### Port wiring

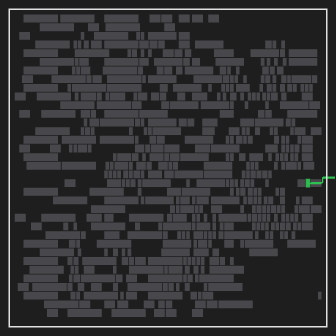
### Metal 1

Supply wires on this layer in gray.
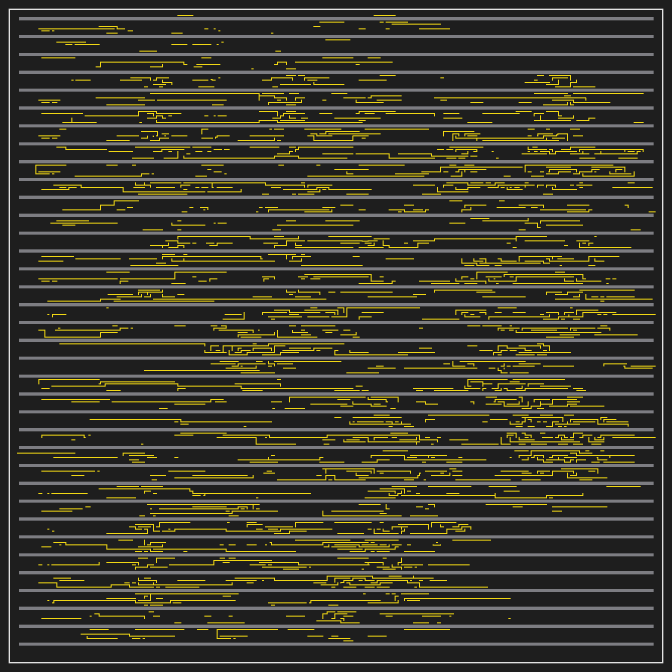
### Congestion heat map

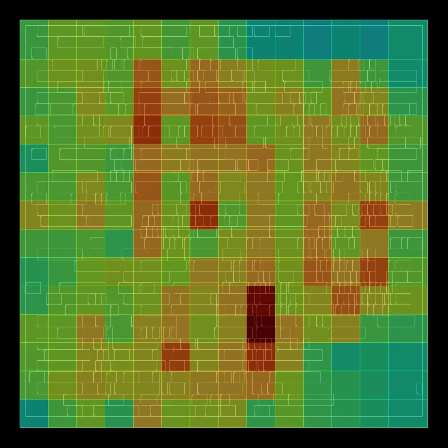
File: config.mk
export PLATFORM = sky130hd
export DESIGN_NAME = spi_xfer_seq
export DESIGN_NICKNAME = d
export VERILOG_FILES = /design/src/rtl/spi_xfer_seq.sv
export SDC_FILE = /design/constraint.sdc
export NUM_CORES = 1
export LEC_CHECK = 0
export ABC_AREA = 1
export CAP_MARGIN = 20
export CORE_UTILIZATION = 50
export CTS_BUF_LIST = sky130_fd_sc_hd__clkbuf_8
export DETAILED_ROUTE_END_ITERATION = 16
export PLACE_DENSITY = 0.72
export SYNTH_ARGS = -nofsm -noshare
export SYNTH_HDL_FRONTEND = slang
export SYNTH_SLANG_ARGS = --single-unit
File: constraint.sdc
create_clock -name clk_i -period 3.7 [get_ports clk_i]
set_input_delay 0.74 -clock clk_i [delete_from_list [all_inputs] [get_ports clk_i]]
set_output_delay 0.74 -clock clk_i [all_outputs]
set_load 0.02 [all_outputs]
File: src/rtl/spi_xfer_seq.sv
// spi_xfer_seq: runs an N-byte chip-select-framed burst through the spictrl byte engine,
// fed from a TX FIFO and captured into an RX FIFO. Optional handshake watchdog: SPI_SEQ_TIMEOUT_EN.
module spi_xfer_seq #(
    parameter int FIFO_AW  = 2,
    parameter int CS_SETUP = 4,
    parameter int CS_HOLD  = 4,
    parameter int TO_CYC   = 128
) (
    input  logic       clk_i,
    input  logic       rst_i,
    input  logic [7:0] tx_wdata_i,
    input  logic       tx_wr_i,
    output logic       tx_full_o,
    output logic [7:0] rx_rdata_o,
    input  logic       rx_rd_i,
    output logic       rx_empty_o,
    input  logic [7:0] cmd_len_i,
    input  logic       cmd_rx_en_i,
    input  logic       cmd_go_i,
    output logic       seq_busy_o,
    output logic       done_o,
    output logic       spi_cs_n_o,
    output logic [7:0] eng_txdata_o,
    output logic       eng_txstart_o,
    input  logic [7:0] eng_rxdata_i,
    input  logic       eng_busy_i,
    output logic       timeout_err_o
);
    localparam int DEPTH   = 1 << FIFO_AW;
    localparam int CNT_MAX = (CS_SETUP > CS_HOLD) ? CS_SETUP : CS_HOLD;
    localparam int CW      = $clog2(CNT_MAX + 1);

    typedef enum logic [2:0] {IDLE, SETUP, LOAD, WAIT_HI, WAIT_LO, CAPTURE, HOLD} state_t;

    state_t        state_q, state_d;
    logic [CW-1:0] cnt_q, cnt_d;
    logic [7:0]    len_q, len_d;
    logic          rx_en_q, rx_en_d;
    logic          cs_n_q, cs_n_d;
    logic [7:0]    txdata_q, txdata_d;
    logic          txstart_q, txstart_d;
    logic          done_q, done_d;

    logic [7:0]       tx_mem [DEPTH];
    logic [7:0]       rx_mem [DEPTH];
    logic [FIFO_AW:0] tx_wp_q, tx_rp_q, rx_wp_q, rx_rp_q;
    logic             tx_empty, rx_full, tx_push, tx_pop, rx_push, rx_pop;

    // Extra pointer bit separates full (MSBs differ) from empty (pointers equal).
    assign tx_empty   = (tx_wp_q == tx_rp_q);
    assign tx_full_o  = (tx_wp_q[FIFO_AW] != tx_rp_q[FIFO_AW]) &&
                        (tx_wp_q[FIFO_AW-1:0] == tx_rp_q[FIFO_AW-1:0]);
    assign rx_empty_o = (rx_wp_q == rx_rp_q);
    assign rx_full    = (rx_wp_q[FIFO_AW] != rx_rp_q[FIFO_AW]) &&
                        (rx_wp_q[FIFO_AW-1:0] == rx_rp_q[FIFO_AW-1:0]);
    assign tx_push    = tx_wr_i && !tx_full_o;
    assign rx_pop     = rx_rd_i && !rx_empty_o;
    assign rx_rdata_o = rx_mem[rx_rp_q[FIFO_AW-1:0]];

    always_ff @(posedge clk_i) begin
        if (tx_push) tx_mem[tx_wp_q[FIFO_AW-1:0]] <= tx_wdata_i;
        if (rx_push) rx_mem[rx_wp_q[FIFO_AW-1:0]] <= eng_rxdata_i;
    end

`ifdef SPI_SEQ_TIMEOUT_EN
    localparam int TW = $clog2(TO_CYC + 1);
    logic [TW-1:0] to_q, to_d;
    logic          terr_q, terr_d;
`endif

    always_comb begin
        state_d   = state_q;
        cnt_d     = cnt_q;
        len_d     = len_q;
        rx_en_d   = rx_en_q;
        cs_n_d    = cs_n_q;
        txdata_d  = txdata_q;
        txstart_d = 1'b0;
        done_d    = 1'b0;
        tx_pop    = 1'b0;
        rx_push   = 1'b0;
        case (state_q)
            IDLE: if (cmd_go_i && cmd_len_i != 8'd0) begin
                state_d = SETUP;
                len_d   = cmd_len_i;
                rx_en_d = cmd_rx_en_i;
                cs_n_d  = 1'b0;
                cnt_d   = '0;
            end
            SETUP: if (cnt_q == CW'(CS_SETUP - 1)) state_d = LOAD;
                   else cnt_d = cnt_q + CW'(1);
            LOAD: begin
                tx_pop    = !tx_empty;
                txdata_d  = tx_empty ? 8'hFF : tx_mem[tx_rp_q[FIFO_AW-1:0]];
                txstart_d = 1'b1;
                state_d   = WAIT_HI;
            end
            WAIT_HI: if (eng_busy_i) state_d = WAIT_LO;
            WAIT_LO: if (!eng_busy_i) state_d = CAPTURE;
            // A full RX FIFO holds the burst here; the engine stays idle until the CPU pops.
            CAPTURE: if (!(rx_en_q && rx_full)) begin
                rx_push = rx_en_q;
                len_d   = len_q - 8'd1;
                cnt_d   = '0;
                state_d = (len_q == 8'd1) ? HOLD : LOAD;
            end
            HOLD: if (cnt_q == CW'(CS_HOLD - 1)) begin
                state_d = IDLE;
                cs_n_d  = 1'b1;
                done_d  = 1'b1;
            end else begin
                cnt_d = cnt_q + CW'(1);
            end
            default: state_d = IDLE;
        endcase
`ifdef SPI_SEQ_TIMEOUT_EN
        to_d   = '0;
        terr_d = terr_q;
        if (state_q == IDLE && state_d == SETUP) terr_d = 1'b0;
        if ((state_q == WAIT_HI || state_q == WAIT_LO) && state_d == state_q) begin
            if (to_q == TW'(TO_CYC - 1)) begin
                terr_d  = 1'b1;
                state_d = HOLD;
                cnt_d   = '0;
            end else begin
                to_d = to_q + TW'(1);
            end
        end
`endif
    end

    always_ff @(posedge clk_i or posedge rst_i) begin
        if (rst_i) begin
            state_q   <= IDLE;
            cnt_q     <= '0;
            len_q     <= 8'd0;
            rx_en_q   <= 1'b0;
            cs_n_q    <= 1'b1;
            txdata_q  <= 8'd0;
            txstart_q <= 1'b0;
            done_q    <= 1'b0;
            tx_wp_q   <= '0;
            tx_rp_q   <= '0;
            rx_wp_q   <= '0;
            rx_rp_q   <= '0;
        end else begin
            state_q   <= state_d;
            cnt_q     <= cnt_d;
            len_q     <= len_d;
            rx_en_q   <= rx_en_d;
            cs_n_q    <= cs_n_d;
            txdata_q  <= txdata_d;
            txstart_q <= txstart_d;
            done_q    <= done_d;
            if (tx_push) tx_wp_q <= tx_wp_q + 1'b1;
            if (tx_pop)  tx_rp_q <= tx_rp_q + 1'b1;
            if (rx_push) rx_wp_q <= rx_wp_q + 1'b1;
            if (rx_pop)  rx_rp_q <= rx_rp_q + 1'b1;
        end
    end

`ifdef SPI_SEQ_TIMEOUT_EN
    always_ff @(posedge clk_i or posedge rst_i) begin
        if (rst_i) begin
            to_q   <= '0;
            terr_q <= 1'b0;
        end else begin
            to_q   <= to_d;
            terr_q <= terr_d;
        end
    end
    assign timeout_err_o = terr_q;
`else
    assign timeout_err_o = 1'b0;
`endif

    assign seq_busy_o    = (state_q != IDLE);
    assign done_o        = done_q;
    assign spi_cs_n_o    = cs_n_q;
    assign eng_txdata_o  = txdata_q;
    assign eng_txstart_o = txstart_q;

endmodule
==> flow_summary.toml <==
# implementation run metrics
[final_layout]
antenna_cells = 0
seqCellArea_sq_um = 2870
fill_cells = 757
area_growth_pct = 16.8

[logic_synthesis]
synth.most_common_cell = "nand2_1"
synth_warnings = 0
synth.largest_area_cell = "edfxtp_1"
ff_type = "edfxtp_1"
syn-num-nets = 511
syn_inst = 466
ys_seq_frac = 0.608
yosys_area_sq_um = 4730
synthTopCellsByCount = "116 x nand2_1, 64 x edfxtp_1, 45 x nor2_1"
async_flop_share = 0.373
ys_types = 34
syn_area_per_cell_sq_um = 10.1
edf_count = 64
synth-seq-cells = 102
top_area_frac = 0.406

[drt]
viasPerCell = 5.26
dr.first_iter.drc_count = 141
wl_um = 9040
dr_total_vias = 3319
firstDrtPassIters = 5
drtAntennaViolNets = 0

[floorplan]
ioPinCount = 54
die_h_um = 99.2
rows = 35
coreArea_sq_um = 9200

[final_timing]
rsz0062_at_grt = "false"
worst_pin_slew_ps = 893
hold_viol = 0
finalCritPeriodShare = 0.857
timing.final.max_slew_violations = 0
tns_ps = 0

[power]
irDropWorstVdd_mv = 0.333
power.density_nw_per_um2 = 788
p_leak_nw = 2.29

[worst_hold_path]
whs_path_depth = 2
hold_class = "reg2reg"
hold_start = "len_q[3]"

[critical_path]
crit_chain = "inv_1 -> o21ai_0 -> o22ai_1 -> clkdlybuf4s50_1"
cp-startpoint = "rx_rp_q[0]"
worstPathMaxFanout = 21
worstSetupPathType = "reg2out"
critPathArrivalTime_ps = 2430
startpoint_type = "register"
worst-r2r-setup-slack_ps = 1000
required_ps = 2960
path_buffers = 2
crit_end = "rx_rdata_o[3]"
cpMaxStageDelayCell = "dfrtp_1"
r2r_cells = 7
cp.depth = 4
cpLargestDelayFamily = "buffers and inverters"
cp-end-kind = "primary output"

[job]
cap_violations = 0

[cts]
clk_latency_ps = 360
cts_resized = 0
clk_path_buf_depth = 2
post_cts_buffers = 0
cts.sink_count = 102
h-tree-depth = 3
cts_hold_buf = 0
tritoncts = "yes"
cts_root_buffer = "clkbuf_8"

[grt]
grt_pass1_wl_um = 15100
antenna_found_initial = 0
grt_pass1_vias = 3133

[place]
io_buffers = 52
dpl_worst_slack_ps = 948

[status]
outcome = "complete, no violations"
Back to the opening pictures, 'Port wiring':
Key: rst_i = green [direction input, edge right, end cells 1, buffers 1, wire 10.6 um]

Back to the opening pictures, 'Metal 1':
509 nets have wire on it. The layer holds 46% of the routed length. The wires run mostly horizontal. The layer carries 4200 um of wire. The longest straight run is 26.2 um.

Back to the opening pictures, 'Congestion heat map':
All-Layer GR Usage: 0.197
met3 Track Usage GR: 0.0415

registers in the layout, summed over array words and instances (netlist names):
register and cells:
rx_en_q 1, spi_cs_n_o 1, done_o 1, cnt_q 3, tx_rp_q 3, eng_txdata_o 8
rx_rp_q 3, len_q 8, tx_wp_q 3, tx_mem 32, state_q 3, rx_wp_q 3
rx_mem 32, eng_txstart_o 1
kinds of logic (layout without fill, tap and decap cells):
logic type               Yosys count  count (layout)  synth area share
buffers and inverters             61             115            0.0548
AND-OR/OR-AND                     63              63            0.0794
other                              1               1          0.000793
flip-flops                       102             102             0.608
XOR/XNOR                          11              11            0.0204
adder cells (fa/ha/maj)           14              14            0.0370
AND/OR/NAND/NOR                  214             214             0.200
cells in the final DEF (no fill, tap or decap), types with 2 or more instances in the layout:
cell / Yosys / routed
edfxtp_1: 64 / 64
ha_1: 14 / 14
xor2_1: 3 / 3
or2_2: 3 / 3
or2_0: 6 / 6
inv_6: 0 / 2
o22ai_1: 8 / 8
nor2_1: 45 / 45
o21a_1: 8 / 8
nand3_2: 2 / 2
buf_4: 1 / 2
clkbuf_8: 0 / 9
a21oi_1: 12 / 12
o21ai_0: 27 / 27
inv_2: 2 / 2
nand2_2: 3 / 3
inv_8: 0 / 2
clkdlybuf4s50_1: 0 / 52
xnor2_1: 8 / 8
nand3_4: 2 / 2
nand2_1: 116 / 116
nand3_1: 24 / 24
inv_1: 42 / 42
dfrtp_1: 37 / 37
nand4_1: 9 / 9
a32oi_1: 8 / 8
per-layer routing:
layer / vias up / wire length [um] / GRT usage / part of all wire
met4: 0 / 80 / 0.0464 / 0.0088
li1: 1655 / - / - / -
met2: 76 / 4370 / 0.323 / 0.48
met1: 1581 / 4200 / 0.271 / 0.46
met5: - / 0 / 0 / 0
met3: 7 / 393 / 0.0415 / 0.043
worst reg2reg max path: cells and delay by family (launching register included):
family / cells / cell delay [ps]
flip-flops: 1 / 610
AND/OR/NAND/NOR: 6 / 1220
buffers and inverters: 1 / 500
stage by stage:
| step | cell area, sq um | instances | utilization | total power [W] | hold WS, ps |
|---|---|---|---|---|---|
| after global placement | 5310 | 615 | 0.578 | 0.00357 | 460 |
| final | 5520 | 631 | 0.601 | 0.00435 | 485 |
| after detailed placement | 5310 | 615 | 0.578 | 0.00363 | 463 |
| after floorplan | 4730 | 466 | - | 0.00305 | 441 |
| after CTS | 5520 | 631 | 0.601 | 0.00437 | 489 |
| after global routing | 5520 | 631 | 0.601 | 0.00469 | 501 |
final cells by class:
cell class / instances / area share
inverter: 45 / 0.0306
multi-input combinational: 303 / 0.289
clock buffer: 9 / 0.0224
clock inverter: 7 / 0.0156
tap: 111 / 0.0251
sequential: 102 / 0.520
timing repair buffer: 54 / 0.0970
report_power, final:
group / switching (W) / internal [W] / total (W)
clock network: 0.000411 / 0.000328 / 0.000739
registers: 0.000245 / 0.00149 / 0.00174
logic: 0.00112 / 0.000746 / 0.00187
Power figures rest on the tool's default switching activity, not on a simulated workload.
